--- config.mk ---
export PLATFORM = sky130hd
export DESIGN_NAME = ft_cla_pipe
export DESIGN_NICKNAME = d
export VERILOG_FILES = /design/src/rtl/ft_cla_pkg.sv /design/src/rtl/ft_cla_group.sv /design/src/rtl/ft_cla_pipe.sv
export SDC_FILE = /design/constraint.sdc
export NUM_CORES = 1
export LEC_CHECK = 0
export ABC_AREA = 1
export CAP_MARGIN = 10
export CORE_MARGIN = 2
export CORE_UTILIZATION = 35
export DETAILED_ROUTE_END_ITERATION = 12
export SLEW_MARGIN = 20
export SYNTH_ARGS = -nofsm -noshare
export SYNTH_HDL_FRONTEND = slang
export SYNTH_SLANG_ARGS = --single-unit
export TNS_END_PERCENT = 10
--- constraint.sdc ---
create_clock -name clk -period 8.55 [get_ports clk]
set_clock_uncertainty 0.1 [all_clocks]
set_input_delay 1.71 -clock clk [delete_from_list [all_inputs] [get_ports clk]]
set_output_delay 1.71 -clock clk [all_outputs]
set_load 0.005 [all_outputs]
--- src/rtl/ft_cla_pkg.sv ---
`default_nettype none
// ============================================================================
// Module      : ft_cla_pkg
// Description : Shared constants and voter helper for the fault-tolerant CLA.
// Revision    : 1.0 - initial release
// ============================================================================
package ft_cla_pkg;

  localparam int GROUP_W = 4;

  localparam logic [1:0] INJ_NONE = 2'd0;
  localparam logic [1:0] INJ_C1   = 2'd1;
  localparam logic [1:0] INJ_C12  = 2'd2;
  localparam logic [1:0] INJ_CGL  = 2'd3;

  function automatic logic MAJ3(input logic x, input logic y, input logic z);
    return (x & y) | (x & z) | (y & z);
  endfunction

endpackage
`default_nettype wire

--- src/rtl/ft_cla_group.sv ---
`default_nettype none
// ============================================================================
// Module      : ft_cla_group
// Description : Combinational 4-bit group with triplicated, voted carries.
// Revision    : 1.0 - initial release
// ============================================================================
module ft_cla_group
  import ft_cla_pkg::*;
(
  input  logic [GROUP_W-1:0] a,
  input  logic [GROUP_W-1:0] b,
  input  logic               cin,
  input  logic [1:0]         inj_mode,
  input  logic [GROUP_W-1:0] inj_mask,
  output logic [GROUP_W-1:0] sum,
  output logic               cout,
  output logic               fault
);

  logic [GROUP_W-1:0] w_g;
  logic [GROUP_W-1:0] w_p;
  logic [GROUP_W-1:0] w_cgl;
  logic               w_inv1;
  logic               w_inv2;
  logic               w_invg;

  assign w_g    = a & b;
  assign w_p    = a ^ b;
  assign w_inv1 = (inj_mode == INJ_C1) || (inj_mode == INJ_C12);
  assign w_inv2 = (inj_mode == INJ_C12);
  assign w_invg = (inj_mode == INJ_CGL);

  // Lookahead copy: sum-of-products from group operands and group carry-in only
  always_comb begin
    logic v_acc;
    logic v_prop;
    w_cgl = '0;
    for (int i = 0; i < GROUP_W; i++) begin
      v_acc  = 1'b0;
      v_prop = 1'b1;
      for (int j = i; j >= 0; j--) begin
        v_acc  = v_acc | (w_g[j] & v_prop);
        v_prop = v_prop & w_p[j];
      end
      w_cgl[i] = v_acc | (v_prop & cin);
    end
  end

  always_comb begin
    logic v_c;
    logic v_raw;
    logic v_c1;
    logic v_c2;
    logic v_cx;
    v_c   = cin;
    sum   = '0;
    fault = 1'b0;
    for (int i = 0; i < GROUP_W; i++) begin
      v_raw  = w_g[i] | (w_p[i] & v_c);
      v_c1   = v_raw    ^ (w_inv1 & inj_mask[i]);
      v_c2   = v_raw    ^ (w_inv2 & inj_mask[i]);
      v_cx   = w_cgl[i] ^ (w_invg & inj_mask[i]);
      sum[i] = w_p[i] ^ v_c;
      fault  = fault | (v_c1 != v_c2) | (v_c2 != v_cx);
      v_c    = MAJ3(v_c1, v_c2, v_cx);
    end
    cout = v_c;
  end

endmodule
`default_nettype wire

--- src/rtl/ft_cla_pipe.sv ---
`default_nettype none
// ============================================================================
// Module      : ft_cla_pipe
// Description : Pipelined fault-tolerant CLA, one 4-bit group per stage,
//               with handshake, fault flagging and saturating fault counter.
// Revision    : 1.0 - initial release
// ============================================================================
module ft_cla_pipe
  import ft_cla_pkg::*;
#(
  parameter int WIDTH = 8,
  parameter int CNT_W = 8
) (
  input  logic             clk,
  input  logic             rst,
  input  logic             in_valid,
  output logic             in_ready,
  input  logic [WIDTH-1:0] in_a,
  input  logic [WIDTH-1:0] in_b,
  input  logic             in_cin,
  input  logic [1:0]       inj_mode,
  input  logic [WIDTH-1:0] inj_mask,
  output logic             out_valid,
  input  logic             out_ready,
  output logic [WIDTH-1:0] out_sum,
  output logic             out_cout,
  output logic             out_fault,
  output logic [CNT_W-1:0] fault_cnt,
  output logic             err_sticky,
  input  logic             err_clr
);

  localparam int NG = WIDTH / GROUP_W;
  localparam logic [CNT_W-1:0] c_cnt_max = '1;

  logic               w_stall;
  logic               w_fault_xfer;

  // Per-stage inputs (from ports for stage 0, from the previous register otherwise)
  logic [WIDTH-1:0]   w_a_src    [NG];
  logic [WIDTH-1:0]   w_b_src    [NG];
  logic [WIDTH-1:0]   w_m_src    [NG];
  logic [1:0]         w_mode_src [NG];
  logic               w_c_src    [NG];
  logic               w_f_src    [NG];
  logic               w_v_src    [NG];

  logic [GROUP_W-1:0] w_gsum     [NG];
  logic               w_gcout    [NG];
  logic               w_gfault   [NG];
  logic [WIDTH-1:0]   w_as_nxt   [NG];
  logic [WIDTH-1:0]   w_b_nxt    [NG];
  logic [WIDTH-1:0]   w_m_nxt    [NG];

  // r_as shifts right one group per stage: consumed operand A bits are
  // replaced from the top by sum bits, so the last stage holds the full sum.
  logic [WIDTH-1:0]   r_as   [NG];
  logic [WIDTH-1:0]   r_b    [NG];
  logic [WIDTH-1:0]   r_m    [NG];
  logic [1:0]         r_mode [NG];
  logic               r_c    [NG];
  logic               r_f    [NG];
  logic               r_v    [NG];
  logic [CNT_W-1:0]   r_cnt;
  logic               r_sticky;

  assign w_stall  = out_valid & ~out_ready;
  assign in_ready = ~w_stall;

  for (genvar k = 0; k < NG; k++) begin : g_stage
    if (k == 0) begin : g_head
      assign w_a_src[k]    = in_a;
      assign w_b_src[k]    = in_b;
      assign w_m_src[k]    = inj_mask;
      assign w_mode_src[k] = inj_mode;
      assign w_c_src[k]    = in_cin;
      assign w_f_src[k]    = 1'b0;
      assign w_v_src[k]    = in_valid & in_ready;
    end else begin : g_body
      assign w_a_src[k]    = r_as[k-1];
      assign w_b_src[k]    = r_b[k-1];
      assign w_m_src[k]    = r_m[k-1];
      assign w_mode_src[k] = r_mode[k-1];
      assign w_c_src[k]    = r_c[k-1];
      assign w_f_src[k]    = r_f[k-1];
      assign w_v_src[k]    = r_v[k-1];
    end

    ft_cla_group u_group (
      .a        (w_a_src[k][GROUP_W-1:0]),
      .b        (w_b_src[k][GROUP_W-1:0]),
      .cin      (w_c_src[k]),
      .inj_mode (w_mode_src[k]),
      .inj_mask (w_m_src[k][GROUP_W-1:0]),
      .sum      (w_gsum[k]),
      .cout     (w_gcout[k]),
      .fault    (w_gfault[k])
    );

    if (WIDTH > GROUP_W) begin : g_shift
      assign w_as_nxt[k] = {w_gsum[k], w_a_src[k][WIDTH-1:GROUP_W]};
      assign w_b_nxt[k]  = {{GROUP_W{1'b0}}, w_b_src[k][WIDTH-1:GROUP_W]};
      assign w_m_nxt[k]  = {{GROUP_W{1'b0}}, w_m_src[k][WIDTH-1:GROUP_W]};
    end else begin : g_single
      assign w_as_nxt[k] = w_gsum[k];
      assign w_b_nxt[k]  = '0;
      assign w_m_nxt[k]  = '0;
    end
  end

  always_ff @(posedge clk) begin
    if (rst) begin
      for (int k = 0; k < NG; k++) begin
        r_as[k]   <= '0;
        r_b[k]    <= '0;
        r_m[k]    <= '0;
        r_mode[k] <= '0;
        r_c[k]    <= 1'b0;
        r_f[k]    <= 1'b0;
        r_v[k]    <= 1'b0;
      end
    end else if (!w_stall) begin
      for (int k = 0; k < NG; k++) begin
        r_as[k]   <= w_as_nxt[k];
        r_b[k]    <= w_b_nxt[k];
        r_m[k]    <= w_m_nxt[k];
        r_mode[k] <= w_mode_src[k];
        r_c[k]    <= w_gcout[k];
        r_f[k]    <= w_f_src[k] | w_gfault[k];
        r_v[k]    <= w_v_src[k];
      end
    end
  end

  assign w_fault_xfer = out_valid & out_ready & out_fault;

  // A clear coinciding with a faulty transfer still records that transfer
  always_ff @(posedge clk) begin
    if (rst) begin
      r_cnt    <= '0;
      r_sticky <= 1'b0;
    end else if (err_clr) begin
      r_cnt    <= CNT_W'(w_fault_xfer);
      r_sticky <= w_fault_xfer;
    end else if (w_fault_xfer) begin
      if (r_cnt != c_cnt_max) begin
        r_cnt <= r_cnt + CNT_W'(1);
      end
      r_sticky <= 1'b1;
    end
  end

  assign out_valid  = r_v[NG-1];
  assign out_sum    = r_as[NG-1];
  assign out_cout   = r_c[NG-1];
  assign out_fault  = r_f[NG-1];
  assign fault_cnt  = r_cnt;
  assign err_sticky = r_sticky;

endmodule
`default_nettype wire

==> impl_metrics.ini <==
; synthesis and place-and-route metrics
[setup_path]
critPathLaunchType = input port
arrival_ps = 6570
cp.required_ps = 8500
startpoint = in_a[0]
cp.depth = 33
cpMostUsedCell = inv_1
crit_end = r_f[0][0]
slowest_stage = clkdlybuf4s50_1
crit_type = in2reg

[power]
internal-power_uw = 395
p_comb_share_pct = 28.0
clock_power_share_pct = 27.5
p_sw_share_pct = 28.3

[placed_design]
place_congestion = 0.855
dp_hpwl_um = 4290
post-place-ws_ps = 1640

[global_routing]
busiest_layer = met2
grt_pass1_vias = 2222
gr-total-overflow = 0

[worst_hold_path]
min_path_cells = 2
min_path_type = reg2reg
hold_start = err_sticky

[timing]
fmax_ghz = 0.151
final-setup-viol-count = 0
setup_ws_ps = 1920

[finish]
area_delta_synth_final_pct = 23.2
drive_above_1_share_pct = 2.82
diodes = 0
final_cells = 531
buffer_area_share_pct = 14.3
final_nets = 490
buffers = 53
layout.cells.most_common_list = inv_1, nand2_1, clkdlybuf4s50_1
top_register = r_as

[synth]
ys_area_mm2 = 0.00299
xor_share_pct = 7.02
aoi_share_pct = 2.76
common_cells = inv_1, nand2_1, nor2_1
edf_count = 32
seq_area_frac_synth_pct = 38.1
top_area_share_pct = 32.1
simple_gate_share_pct = 23.0
synthAdderAreaFrac_pct = 15.8
ys_dominant_reg_cell = edfxtp_1

[cts]
clk_pin_slew_worst_paths_ps = 70
cts.sinks = 41

[flow_run]
cap_violations = 0
tool_warnings = 28

[drt]
drtIter0Drc = 85
met2_length_um = 2650
vias_per_cell = 4.37
highest_layer = met4
drt_first_pass_iters = 4

[status]
outcome = finished clean
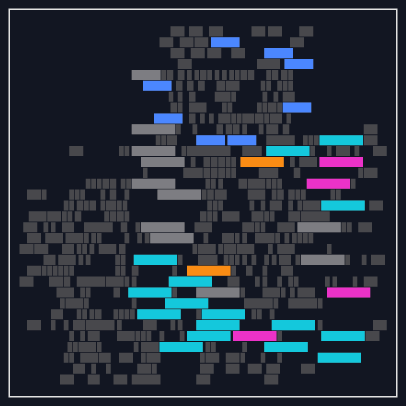
Fig. 1. Sequential cells coloured by netlist name.
Drawn at 4 px/µm. Other sequential cells in the stronger grey, the rest of the logic in the fainter grey.
[cyan] `r_as` | placed flops: 16
[blue] `fault_cnt` | placed flops: 8
[magenta] `r_b` | placed flops: 4
[orange] `r_c` | placed flops: 2
final core occ: 44.6%
Seq/total area: 31.0%
Seq. pwr: 245 µW
area occupied by registers: 0.00114 mm²

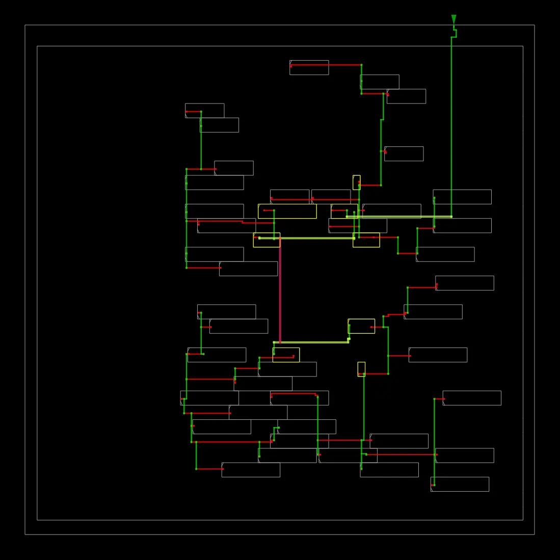
Fig. 2. Clock nets.
clock buf count: 6
clock network power: 151 µW
TritonCTS buffer count: 5
flop count: 41

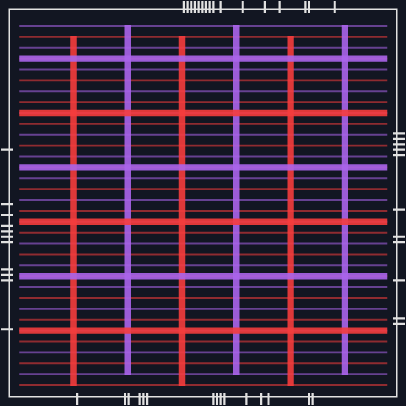
Fig. 3. PDN straps and rails.
Drawn at 4 px/µm. Pins as bars on the die edge.
[purple] VDD
[red] VSS
rows: 33
met1 rails: 34
Core Box Area: 0.00826 mm²
worst vdd ir: 0.0723 mV
die height: 96.5 µm
chip width: 96.5 µm

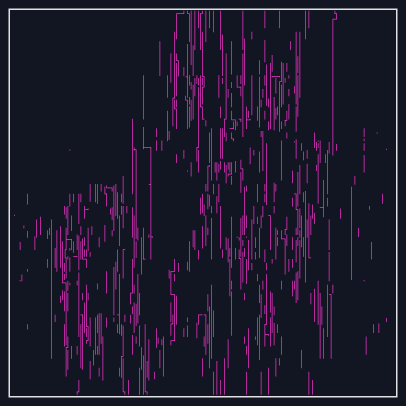
Fig. 4. M2 wires.
Drawn at 4 px/µm.
main direction: vertical
longest straight run: 34.7 µm
wire length on this layer: 2650 µm
share of all routed wire: 49%
met2 Use GR: 21.5%
drt total wl: 5450 µm
vias: 2321

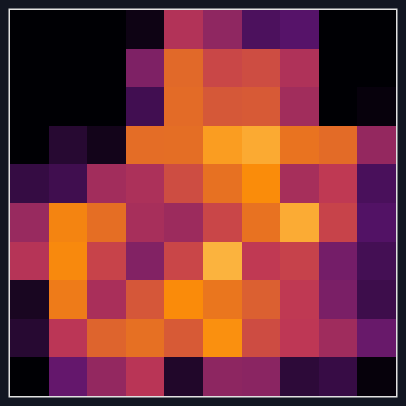
Fig. 5. Local utilization.
Drawn at 4 px/µm. The die is cut into 10 by 10 equal tiles; black is low, pale yellow is high, 0 to 100% covered.
densest ninth of the die: middle
nearly empty tiles: 18%
tiles over 75% full: 6.0%
fullest tile: 83%
FP Util: 36.2%

Power is estimated from default activity; no workload was simulated.
